pinout.png
The bar under the picture is 20 um long. Pins as bars across the die edge, other pins in gray.
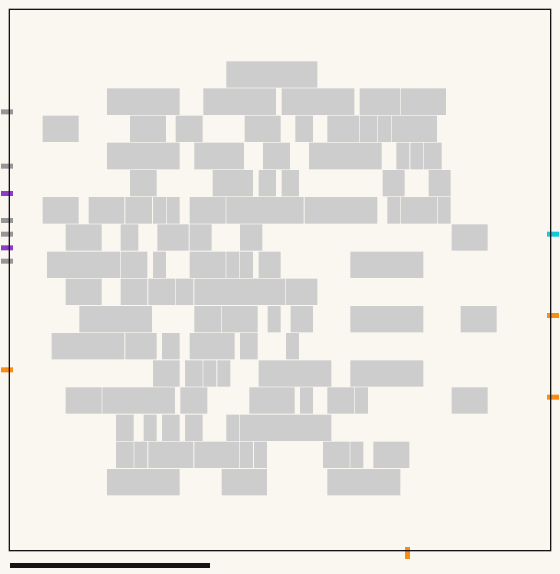
m3.png
The bar under the picture is 20 um long.
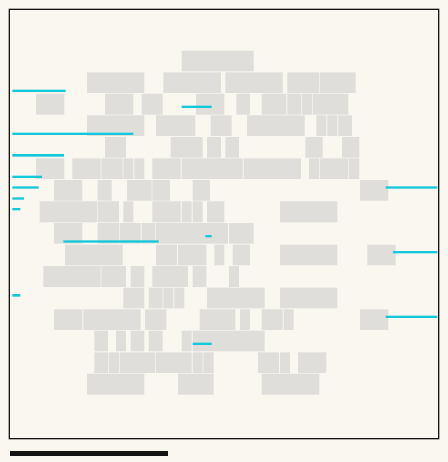
m1.png
The bar under the picture is 20 um long.
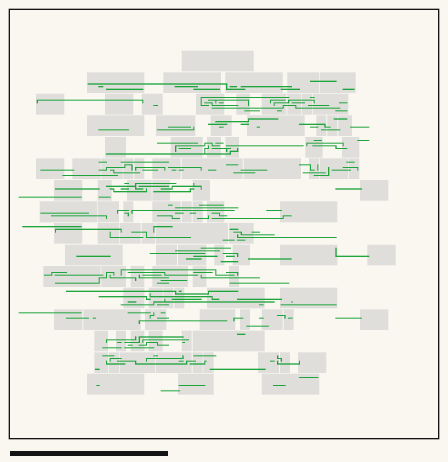
m2.png
The bar under the picture is 20 um long.
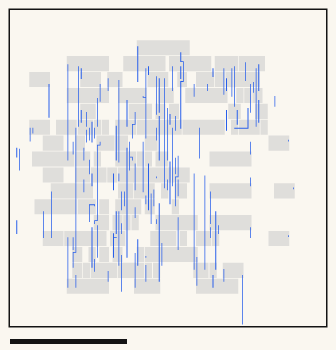
--- src/rtl/rst_seq_pkg.sv ---
// Shared types and sizing helpers for the staged reset sequencer.
package rst_seq_pkg;

  typedef enum logic [1:0] {
    IDLE        = 2'd0,
    WAIT_ASSERT = 2'd1,
    HOLD        = 2'd2,
    RELEASE     = 2'd3
  } rst_seq_state_e;

  // Bits needed to hold the largest of the three phase lengths.
  function automatic int cnt_width(input int a, input int b, input int c);
    int m;
    m = a;
    if (b > m) m = b;
    if (c > m) m = c;
    return $clog2(m + 1);
  endfunction

endpackage

--- src/rtl/rst_seq_counter.sv ---
// Loadable down-counter with a registered zero flag; saturates at zero.
module rst_seq_counter #(
  parameter int           W       = 3,
  parameter logic [W-1:0] RST_VAL = '0
) (
  input  logic         clk,
  input  logic         rst,
  input  logic         load,
  input  logic [W-1:0] load_val,
  output logic         zero
);

  logic [W-1:0] cnt_q, cnt_d;
  logic         zero_q;

  always_comb begin
    cnt_d = cnt_q;
    if (load) begin
      cnt_d = load_val;
    end else if (cnt_q != '0) begin
      cnt_d = cnt_q - W'(1);
    end
  end

  always_ff @(posedge clk) begin
    if (rst) begin
      cnt_q  <= RST_VAL;
      zero_q <= (RST_VAL == '0);
    end else begin
      cnt_q  <= cnt_d;
      zero_q <= (cnt_d == '0);
    end
  end

  assign zero = zero_q;

endmodule

--- src/rtl/rst_sequencer.sv ---
// Staged reset generator: delayed assert of all stages, hold, then in-order release.
module rst_sequencer
  import rst_seq_pkg::*;
#(
  parameter int NUM_STAGES  = 4,
  parameter int ASSERT_DLY  = 5,
  parameter int HOLD_CYCLES = 4,
  parameter int STAGE_GAP   = 2
) (
  input  logic                  clk,
  input  logic                  rst,
  input  logic                  start,
  output logic [NUM_STAGES-1:0] stage_rst_o,
  output logic                  busy,
  output logic                  done,
  output logic                  start_drop,
  output rst_seq_state_e        state_o
);

  if (NUM_STAGES < 1)  begin : g_bad_ns   $error("NUM_STAGES must be >= 1");  end
  if (ASSERT_DLY < 1)  begin : g_bad_ad   $error("ASSERT_DLY must be >= 1");  end
  if (HOLD_CYCLES < 1) begin : g_bad_hc   $error("HOLD_CYCLES must be >= 1"); end
  if (STAGE_GAP < 1)   begin : g_bad_sg   $error("STAGE_GAP must be >= 1");   end

  localparam int CW = cnt_width(ASSERT_DLY, HOLD_CYCLES, STAGE_GAP);
  localparam int IW = $clog2(NUM_STAGES + 1);

  // Phase counters count down to zero, and the transition happens on the edge that sees zero.
  localparam logic [CW-1:0] HOLD_LD  = CW'(HOLD_CYCLES - 1);
  localparam logic [CW-1:0] GAP_LD   = CW'(STAGE_GAP - 1);
  localparam logic [CW-1:0] WAIT_LD  = CW'((ASSERT_DLY >= 2) ? ASSERT_DLY - 2 : 0);
  localparam logic [IW-1:0] LAST_IDX = IW'(NUM_STAGES - 1);
  localparam logic [IW-1:0] NS_IDX   = IW'(NUM_STAGES);

  rst_seq_state_e        state_q, state_d;
  logic [NUM_STAGES-1:0] stage_q, stage_d;
  logic [IW-1:0]         idx_q, idx_d;
  logic                  busy_q, busy_d;
  logic                  done_q, done_d;
  logic                  drop_q, drop_d;
  logic                  cnt_load;
  logic [CW-1:0]         cnt_val;
  logic                  cnt_zero;

  rst_seq_counter #(
    .W       (CW),
    .RST_VAL (HOLD_LD)
  ) u_cnt (
    .clk      (clk),
    .rst      (rst),
    .load     (cnt_load),
    .load_val (cnt_val),
    .zero     (cnt_zero)
  );

  always_comb begin
    state_d  = state_q;
    stage_d  = stage_q;
    idx_d    = idx_q;
    busy_d   = busy_q;
    done_d   = 1'b0;
    drop_d   = start && (state_q != IDLE);
    cnt_load = 1'b0;
    cnt_val  = '0;
    case (state_q)
      IDLE: begin
        if (start) begin
          busy_d   = 1'b1;
          cnt_load = 1'b1;
          if (ASSERT_DLY == 1) begin
            state_d = HOLD;
            stage_d = '1;
            cnt_val = HOLD_LD;
          end else begin
            state_d = WAIT_ASSERT;
            cnt_val = WAIT_LD;
          end
        end
      end
      WAIT_ASSERT: begin
        if (cnt_zero) begin
          state_d  = HOLD;
          stage_d  = '1;
          cnt_load = 1'b1;
          cnt_val  = HOLD_LD;
        end
      end
      HOLD, RELEASE: begin
        if (cnt_zero) begin
          if (state_q == RELEASE && idx_q == NS_IDX) begin
            state_d = IDLE;
            busy_d  = 1'b0;
            done_d  = 1'b1;
            idx_d   = '0;
          end else begin
            // The final release loads zero so done follows one cycle later.
            state_d = RELEASE;
            for (int i = 0; i < NUM_STAGES; i++) begin
              if (IW'(i) == idx_q) stage_d[i] = 1'b0;
            end
            idx_d    = idx_q + IW'(1);
            cnt_load = 1'b1;
            cnt_val  = (idx_q == LAST_IDX) ? '0 : GAP_LD;
          end
        end
      end
      default: state_d = IDLE;
    endcase
  end

  always_ff @(posedge clk) begin
    if (rst) begin
      state_q <= HOLD;
      stage_q <= '1;
      idx_q   <= '0;
      busy_q  <= 1'b1;
      done_q  <= 1'b0;
      drop_q  <= 1'b0;
    end else begin
      state_q <= state_d;
      stage_q <= stage_d;
      idx_q   <= idx_d;
      busy_q  <= busy_d;
      done_q  <= done_d;
      drop_q  <= drop_d;
    end
  end

  assign stage_rst_o = stage_q;
  assign busy        = busy_q;
  assign done        = done_q;
  assign start_drop  = drop_q;
  assign state_o     = state_q;

endmodule

--- config.mk ---
export PLATFORM = sky130hd
export DESIGN_NAME = rst_sequencer
export DESIGN_NICKNAME = d
export VERILOG_FILES = /design/src/rtl/rst_seq_pkg.sv /design/src/rtl/rst_seq_counter.sv /design/src/rtl/rst_sequencer.sv
export SDC_FILE = /design/constraint.sdc
export NUM_CORES = 1
export LEC_CHECK = 0
export CAP_MARGIN = 40
export CORE_MARGIN = 3
export CORE_UTILIZATION = 35
export CTS_BUF_LIST = sky130_fd_sc_hd__clkbuf_16
export DETAILED_ROUTE_END_ITERATION = 7
export PLACE_DENSITY_LB_ADDON = 0.12
export REMOVE_ABC_BUFFERS = 1
export SYNTH_ARGS = -nofsm -noshare
export SYNTH_HDL_FRONTEND = slang
export SYNTH_SLANG_ARGS = --single-unit
--- constraint.sdc ---
create_clock -name clk -period 1.83 [get_ports clk]
set_clock_uncertainty 0.2 [all_clocks]
set_input_delay 0.366 -clock clk [delete_from_list [all_inputs] [get_ports clk]]
set_output_delay 0.366 -clock clk [all_outputs]
set_load 0.02 [all_outputs]
==> summary.json <==
{
  "run_status": "finished, final reports clean",
  "grt_setup_unrepaired": "no",
  "cp_num_buf_inv": 1,
  "cts.root.buffer_cell": "sky130_fd_sc_hd__clkbuf_16",
  "whs_ns": 0.250,
  "drive_above_1_share_pct": 13.5,
  "crit_path_cell_trace": "clkdlybuf4s50_1",
  "post_layout_nonfiller_instances": 131,
  "worstSetupPathType": "reg2out",
  "dominant_cells": "logic gates",
  "ys_seq_share_pct": 39.6,
  "yosysWarningCount": 0,
  "sequential_share_of_cell_area_pct": 30.5,
  "switching_power_mw": 0.411,
  "timing.critical_path.arrival_ns": 1.18,
  "finalWeightedCongestion": 0.709,
  "top_level_ports": 12,
  "layout.nets": 116,
  "detail_route.wl_per_cell_um": 11.1,
  "htreeDepth": 1,
  "firstDrtPassIters": 2,
  "critical_path.max_fanout": 2,
  "power.ir.vdd_worst_uv": 636,
  "post-synth-top-count-cell": "sky130_fd_sc_hd__dfxtp_1",
  "hold_depth": 2,
  "worstSkewPairLatency_ns": 0.24,
  "cts_tree": "done",
  "finalCoreUtilization_pct": 50.9,
  "wl_met2_um": 585,
  "worstMarginPinSlew_ns": 0.278,
  "critical_path.slowest_cell": "sky130_fd_sc_hd__clkdlybuf4s50_1",
  "cts_setup_buffers": 0,
  "ctsLongestPathBuffers": 2,
  "lay_top_cells": "16 x sky130_fd_sc_hd__dfxtp_1, 11 x sky130_fd_sc_hd__clkdlybuf4s50_1, 9 x sky130_fd_sc_hd__inv_1",
  "synth_area_sq_um": 808,
  "stage_log_warnings": 29,
  "detail_route.vias_per_cell": 4.89,
  "synth_area_per_cell_sq_um": 9.08,
  "ff_latch_area_sq_um": 320,
  "yosysUniqueCellTypes": 34,
  "xor_xnor_cell_area_share_of_the_yosys_netlist_pct": 1.08,
  "antenna_left": 0,
  "cts.sink_count": 16,
  "cpLargestDelayFamily": "buffers and inverters",
  "cts_made_buffers": 3,
  "timing.hold.worst.start": "stage_rst_o[2]",
  "power.static_leakage_nw": 0.437,
  "max_stage_delay_ns": 0.61,
  "final_period_minus_worst_setup_slack_ns": 1.74,
  "signal_buffers": 15,
  "async_reset_ff_share_pct": 0,
  "met2_usage_pct": 17.5,
  "r2r-start": "idx_q[0]",
  "yosys.area_share.simple_pct": 24.1,
  "fin_area_sq_um": 1050,
  "worst_setup_hold_path_clk_slew_ns": 0.05,
  "timing.final.max_slew_violations": 0,
  "share_clk_of_total_power_pct": 31.2,
  "ys_sh_adder_pct": 10.8,
  "route.detailed.drc": 0,
  "synthTopCellsByArea": "sky130_fd_sc_hd__dfxtp_1 40%, sky130_fd_sc_hd__ha_1 11%, sky130_fd_sc_hd__a21oi_1 4.3%",
  "min_period_over_period_pct": 95.2,
  "switching_share_pct": 31.3,
  "fp.dieArea_sq_um": 2920,
  "nMultiInputCombCells": 61,
  "nonClockInverterCount": 9,
  "crit_path_end_kind": "primary output",
  "grt_usage_pct": 12.6,
  "area_growth_pct": 29.9,
  "fillCellCount": 193,
  "placeableCoreArea_sq_um": 2060,
  "grt.overflow.total": 0
}
-- pinout.png (at the start) --
| color | port | pins | direction | edge |
|---|---|---|---|---|
| purple | state_o | 2 | output | west |
| cyan | done | 1 | output | east |
| orange | stage_rst_o | 4 | output | 2 east, 1 south, 1 west |
all pins by edge: 8 west, 3 east, 1 south
input/output buffers: 11
chip height: 54.1 um
die span in x: 54.1 um

-- m3.png (at the start) --
nets with wire on the layer: 12
main direction: horizontal
global routing met3 resource utilization: 2.22%
routed wire length: 1.46 mm
total via count in the routed design: 640

-- m1.png (at the start) --
wire length on this layer: 750 um
share of all routed wire: 51%
longest straight run: 17.5 um
main direction: horizontal
met1 global-route usage: 16.9%

-- m2.png (at the start) --
main direction: vertical
share of all routed wire: 40%

[worst min-delay path, stage by stage (launching register included)]
cell and delay, ns:
sky130_fd_sc_hd__dfxtp_1 0.30, sky130_fd_sc_hd__o31ai_1 0.06, sky130_fd_sc_hd__nand2_1 0.05
[registers in the layout, summed over array words and instances, names as in the netlist]
name         flops
state_o          2
done             1
u_cnt.cnt_q      3
u_cnt.zero       1
busy             1
stage_rst_o      4
idx_q            3
start_drop       1
[power by group through the flow]
stage                     Clock (mW)  Sequential, mW  Combinational [mW]
final                          0.410           0.470               0.433
after global routing           0.432           0.482               0.494
after CTS                      0.423           0.471               0.425
after detailed placement           0           0.477               0.422
after global placement             0           0.476               0.421
after floorplan                    0           0.494               0.287
